Wiring heat map:
38 x 38 tiles, from dark purple (low) to yellow (high), scaled to the fullest tile. Values are wire area over tile area, all layers added.
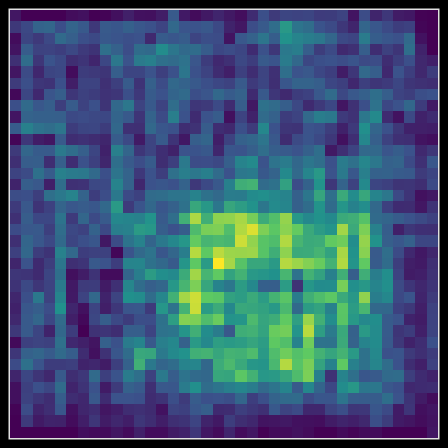
Cell density map:
The bar under the picture is 50 um long. 19 x 19 tiles, from dark purple (low) to yellow (high), 0 to 100% covered.
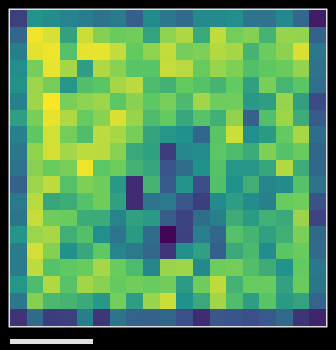
`config.mk`:
```
export PLATFORM = sky130hd
export DESIGN_NAME = mem_port_arbiter
export DESIGN_NICKNAME = d
export VERILOG_FILES = /design/src/rtl/mem_port_arbiter.sv
export SDC_FILE = /design/constraint.sdc
export NUM_CORES = 1
export LEC_CHECK = 0
export ABC_AREA = 0
export CORE_MARGIN = 4
export CORE_UTILIZATION = 58
export CTS_BUF_LIST = sky130_fd_sc_hd__clkbuf_8
export CTS_CLUSTER_DIAMETER = 50
export CTS_CLUSTER_SIZE = 25
export DETAILED_ROUTE_END_ITERATION = 7
export PLACE_DENSITY_LB_ADDON = 0.15
export SETUP_SLACK_MARGIN = 0.05
export SKIP_CTS_REPAIR_TIMING = 1
export SYNTH_ARGS = -nofsm -noshare
export SYNTH_HDL_FRONTEND = slang
export SYNTH_SLANG_ARGS = --single-unit
```
`constraint.sdc`:
```
create_clock -name clk -period 5.2 [get_ports clk]
set_input_delay 0.52 -clock clk [delete_from_list [all_inputs] [get_ports clk]]
set_output_delay 0.52 -clock clk [all_outputs]
set_load 0.1 [all_outputs]
```
`src/rtl/mem_port_arbiter.sv`:
```
// Arbitrates the main-memory port between 8-word line fills and buffered write-through stores.
// Fills win over stores unless a buffered store targets the line being filled.
module mem_port_arbiter #(
  parameter int ADDR_WIDTH = 32,
  parameter int WORD_WIDTH = 32,
  parameter int WBUF_DEPTH = 4,
  parameter int LINE_WORDS = 8
) (
  input  logic                          clk,
  input  logic                          rst,
  input  logic                          fill_req,
  input  logic [ADDR_WIDTH-1:0]         fill_line_addr,
  output logic [WORD_WIDTH-1:0]         fill_data,
  output logic                          fill_data_valid,
  output logic [$clog2(LINE_WORDS)-1:0] fill_word_idx,
  output logic                          fill_done,
  input  logic                          wr_req,
  input  logic [ADDR_WIDTH-1:0]         wr_addr,
  input  logic [WORD_WIDTH-1:0]         wr_data,
  output logic                          wr_ready,
  output logic [ADDR_WIDTH-1:0]         memory_addr,
  output logic                          memory_write_en,
  output logic [WORD_WIDTH-1:0]         memory_write_data,
  output logic                          memory_read_addr_valid,
  input  logic [WORD_WIDTH-1:0]         memory_read_data,
  input  logic                          memory_read_ready,
  input  logic                          memory_read_valid
);

  localparam int LB = $clog2(LINE_WORDS);
  localparam int PW = $clog2(WBUF_DEPTH);
  localparam int CW = PW + 1;
  localparam logic [LB:0]   LINE_CNT = (LB+1)'(LINE_WORDS);
  localparam logic [LB-1:0] LAST_IDX = LB'(LINE_WORDS - 1);
  localparam logic [CW-1:0] FULL_CNT = CW'(WBUF_DEPTH);

  typedef enum logic [0:0] {
    IDLE = 1'b0,
    FILL = 1'b1
  } state_t;

  state_t state_q, state_d;

  logic [ADDR_WIDTH-1:0] buf_addr [WBUF_DEPTH];
  logic [WORD_WIDTH-1:0] buf_data [WBUF_DEPTH];
  logic [PW-1:0]         wr_ptr_q, rd_ptr_q;
  logic [CW-1:0]         count_q;
  logic                  push, pop, hazard;

  logic [LB:0]           issue_cnt_q, issue_cnt_d;
  logic [LB-1:0]         ret_cnt_q, ret_cnt_d;
  logic                  hold_q, hold_d;

  logic [ADDR_WIDTH-1:0] addr_q, addr_d;
  logic                  wen_q, wen_d;
  logic [WORD_WIDTH-1:0] wdata_q, wdata_d;
  logic                  rav_q, rav_d;
  logic [WORD_WIDTH-1:0] fdata_q, fdata_d;
  logic                  fvalid_q, fvalid_d;
  logic [LB-1:0]         fidx_q, fidx_d;
  logic                  fdone_q, fdone_d;

  assign wr_ready = (count_q != FULL_CNT);
  assign push     = wr_req && wr_ready;

  assign memory_addr            = addr_q;
  assign memory_write_en        = wen_q;
  assign memory_write_data      = wdata_q;
  assign memory_read_addr_valid = rav_q;
  assign fill_data              = fdata_q;
  assign fill_data_valid        = fvalid_q;
  assign fill_word_idx          = fidx_q;
  assign fill_done              = fdone_q;

  // Only entries between rd_ptr and rd_ptr+count are live; stale slots must not raise a hazard.
  always_comb begin
    logic [PW-1:0] idx;
    hazard = 1'b0;
    idx    = '0;
    for (int unsigned i = 0; i < WBUF_DEPTH; i++) begin
      idx = rd_ptr_q + PW'(i);
      if ((CW'(i) < count_q) &&
          (buf_addr[idx][ADDR_WIDTH-1:LB] == fill_line_addr[ADDR_WIDTH-1:LB]))
        hazard = 1'b1;
    end
  end

  always_ff @(posedge clk) begin
    if (push) begin
      buf_addr[wr_ptr_q] <= wr_addr;
      buf_data[wr_ptr_q] <= wr_data;
    end
  end

  always_ff @(posedge clk or negedge rst) begin
    if (!rst) begin
      wr_ptr_q <= '0;
      rd_ptr_q <= '0;
      count_q  <= '0;
    end else begin
      if (push) wr_ptr_q <= wr_ptr_q + PW'(1);
      if (pop)  rd_ptr_q <= rd_ptr_q + PW'(1);
      if (push && !pop)      count_q <= count_q + CW'(1);
      else if (pop && !push) count_q <= count_q - CW'(1);
    end
  end

  always_ff @(posedge clk or negedge rst) begin
    if (!rst) begin
      state_q     <= IDLE;
      issue_cnt_q <= '0;
      ret_cnt_q   <= '0;
      hold_q      <= 1'b0;
      addr_q      <= '0;
      wen_q       <= 1'b0;
      wdata_q     <= '0;
      rav_q       <= 1'b0;
      fdata_q     <= '0;
      fvalid_q    <= 1'b0;
      fidx_q      <= '0;
      fdone_q     <= 1'b0;
    end else begin
      state_q     <= state_d;
      issue_cnt_q <= issue_cnt_d;
      ret_cnt_q   <= ret_cnt_d;
      hold_q      <= hold_d;
      addr_q      <= addr_d;
      wen_q       <= wen_d;
      wdata_q     <= wdata_d;
      rav_q       <= rav_d;
      fdata_q     <= fdata_d;
      fvalid_q    <= fvalid_d;
      fidx_q      <= fidx_d;
      fdone_q     <= fdone_d;
    end
  end

  always_comb begin
    state_d     = state_q;
    issue_cnt_d = issue_cnt_q;
    ret_cnt_d   = ret_cnt_q;
    hold_d      = 1'b0;
    addr_d      = addr_q;
    wen_d       = 1'b0;
    wdata_d     = wdata_q;
    rav_d       = 1'b0;
    fdata_d     = fdata_q;
    fvalid_d    = 1'b0;
    fidx_d      = fidx_q;
    fdone_d     = 1'b0;
    pop         = 1'b0;

    unique case (state_q)
      IDLE: begin
        // hold_q blocks a new fill for one cycle after fill_done so the requester can drop fill_req.
        if (fill_req && !hazard && !hold_q && memory_read_ready) begin
          addr_d      = fill_line_addr;
          rav_d       = 1'b1;
          issue_cnt_d = (LB+1)'(1);
          ret_cnt_d   = '0;
          state_d     = FILL;
        end else if ((count_q != '0) && memory_read_ready) begin
          addr_d  = buf_addr[rd_ptr_q];
          wdata_d = buf_data[rd_ptr_q];
          wen_d   = 1'b1;
          pop     = 1'b1;
        end
      end

      FILL: begin
        if ((issue_cnt_q < LINE_CNT) && memory_read_ready) begin
          addr_d      = fill_line_addr + ADDR_WIDTH'(issue_cnt_q);
          rav_d       = 1'b1;
          issue_cnt_d = issue_cnt_q + (LB+1)'(1);
        end
        if (memory_read_valid) begin
          fdata_d   = memory_read_data;
          fvalid_d  = 1'b1;
          fidx_d    = ret_cnt_q;
          ret_cnt_d = ret_cnt_q + LB'(1);
          if (ret_cnt_q == LAST_IDX) begin
            fdone_d     = 1'b1;
            issue_cnt_d = '0;
            ret_cnt_d   = '0;
            hold_d      = 1'b1;
            state_d     = IDLE;
          end
        end
      end

      default: state_d = IDLE;
    endcase
  end

endmodule
```
==> flow_summary.toml <==
# yosys + openroad results
[outcome]
outcome = "complete, no violations"

[synth]
synthCells = 1383
yosysWarnings = 0
yosys_area_mm2 = 0.01910
async_flop_share_pct = 31.55
ys_seq_elements = 374
synthTopCellsByArea = "edfxtp_1 40%, dfrtp_1 15%, mux4_2 9.3%"
aoi_share_pct = 7.193
edf_count = 256
synthTopCellsByCount = "256 x edfxtp_1, 151 x nand2_1, 128 x mux2i_1"
xor_share_pct = 4.907
synthesis.area_mm2 = 0.01910
synthFlopType = "edfxtp_1"
yosysCellCount = 1383
synth_cell_types = 84
topCombFamilyByArea = "multiplexers"

[die]
chipArea_mm2 = 0.03590
pin_count = 238

[layout]
fill_cells = 2284
nNetsFinal = 1769
synthToLayoutAreaGrowth_pct = 19.25
top_regs = "buf_addr x128, buf_data x128"

[sta]
worst_clock_skew_ns = 0.03679
worstMarginPinSlew_ns = 1.106
finalSetupViolations = 0
finalHoldViolCount = 0
fmax_mhz = 207.1

[detailed_routing]
vias_per_cell = 6.234
drt_iter0_drc = 1216
drtPass1Iterations = 5

[setup_path]
path_class = "reg -> reg"
cp_slowest_stage_delay_ns = 0.77
arrival_ns = 5.27
cp_top_family = "simple AND/OR/NAND/NOR gates"
crit_slowest_cell = "dfrtp_4"
cp.required_ns = 5.64
critPathMaxFanout = 29
end_kind = "flop"

[place]
placed_area_mm2 = 0.02202

[power_and_ir_drop]
swShare_pct = 48.79
p_comb_share_pct = 56.9
pwr-share-clk_pct = 12.5
ir_drop_mv = 0.4654

[grt]
grt_overflow = 0

[run]
tool_warnings = 31

[clock_tree]
root_buffer = "clkbuf_8"
cts_max_level = 2
clkTransAtPathRegs_ns = 0.11
Notes on 'wiring heat map' above:
nearly empty tiles = 2.1%
tiles over half the peak = 16%
densest ninth of the die = center
fullest tile = 0.80
WL/cell: 25.50 um
Routed WL: 53.22 mm
vias: 13,010
GRT Util Overall: 29.32%

Notes on 'cell density map' above:
tiles over 75% full = 37%
fullest tile = 100%
mean over tiles = 62%
nearly empty tiles = 0.30%
initial core utilization: 58.70%
Core Area: 0.03254 mm^2
utilization after layout: 70.00%

[metrics by stage]
stage	total power, W	util [%]	setup WS [ns]	hold slack (ns)
floorplan	0.01092	-	1.313	0.2244
global placement	0.01308	67.69	0.4966	0.4570
detailed placement	0.01316	67.69	0.4373	0.4607
CTS	0.01505	70.00	0.3712	0.02446
global route	0.01566	70.00	0.1530	0.07038
finish	0.01502	70.00	0.3723	0.02675
[metal layers]
layer | vias to the layer above | wire, um | part of all wire [%] | GRT usage, %
li1 | 5780 | - | - | -
met1 | 6548 | 22170 | 42 | 41.55
met2 | 564 | 24670 | 46 | 45.35
met3 | 118 | 4445 | 8.4 | 6.674
met4 | 0 | 1928 | 3.6 | 10.35
met5 | - | 0 | 0 | 0
[area by class of cell]
class	count	area [um^2]	share of cell area, %
sequential	374	10650	46.75
multi-input combinational	887	7884	34.61
timing repair buffer	295	2843	12.48
tap	442	553.0	2.428
clock buffer	37	509.2	2.236
clock inverter	26	242.7	1.066
inverter	26	97.59	0.4285
[power by group through the flow]
stage / Clock, W / Sequential, W / Combinational (W)
global route: 0.00203 / 0.00472 / 0.00891
global placement: 0 / 0.00462 / 0.00845
floorplan: 0 / 0.00720 / 0.00373
detailed placement: 0 / 0.00467 / 0.00849
CTS: 0.00192 / 0.00461 / 0.00852
finish: 0.00187 / 0.00460 / 0.00854
[path summary, 6_finish.rpt]
check	endpoint	from	slack (ns)	cells after the start
max	memory_addr[9]	rd_ptr_q[1]	0.37	10
min	memory_addr[15]	rst	0.03	1
max reg2reg	memory_addr[9]	rd_ptr_q[1]	0.37	10
min reg2reg	fill_data[27]	fill_data[27]	0.48	2
max in group asynchronous	fill_data[12]	rst	4.04	2
min in group clk	fill_data[20]	memory_read_data[20]	0.47	3
Power and IR drop assume default switching activity.
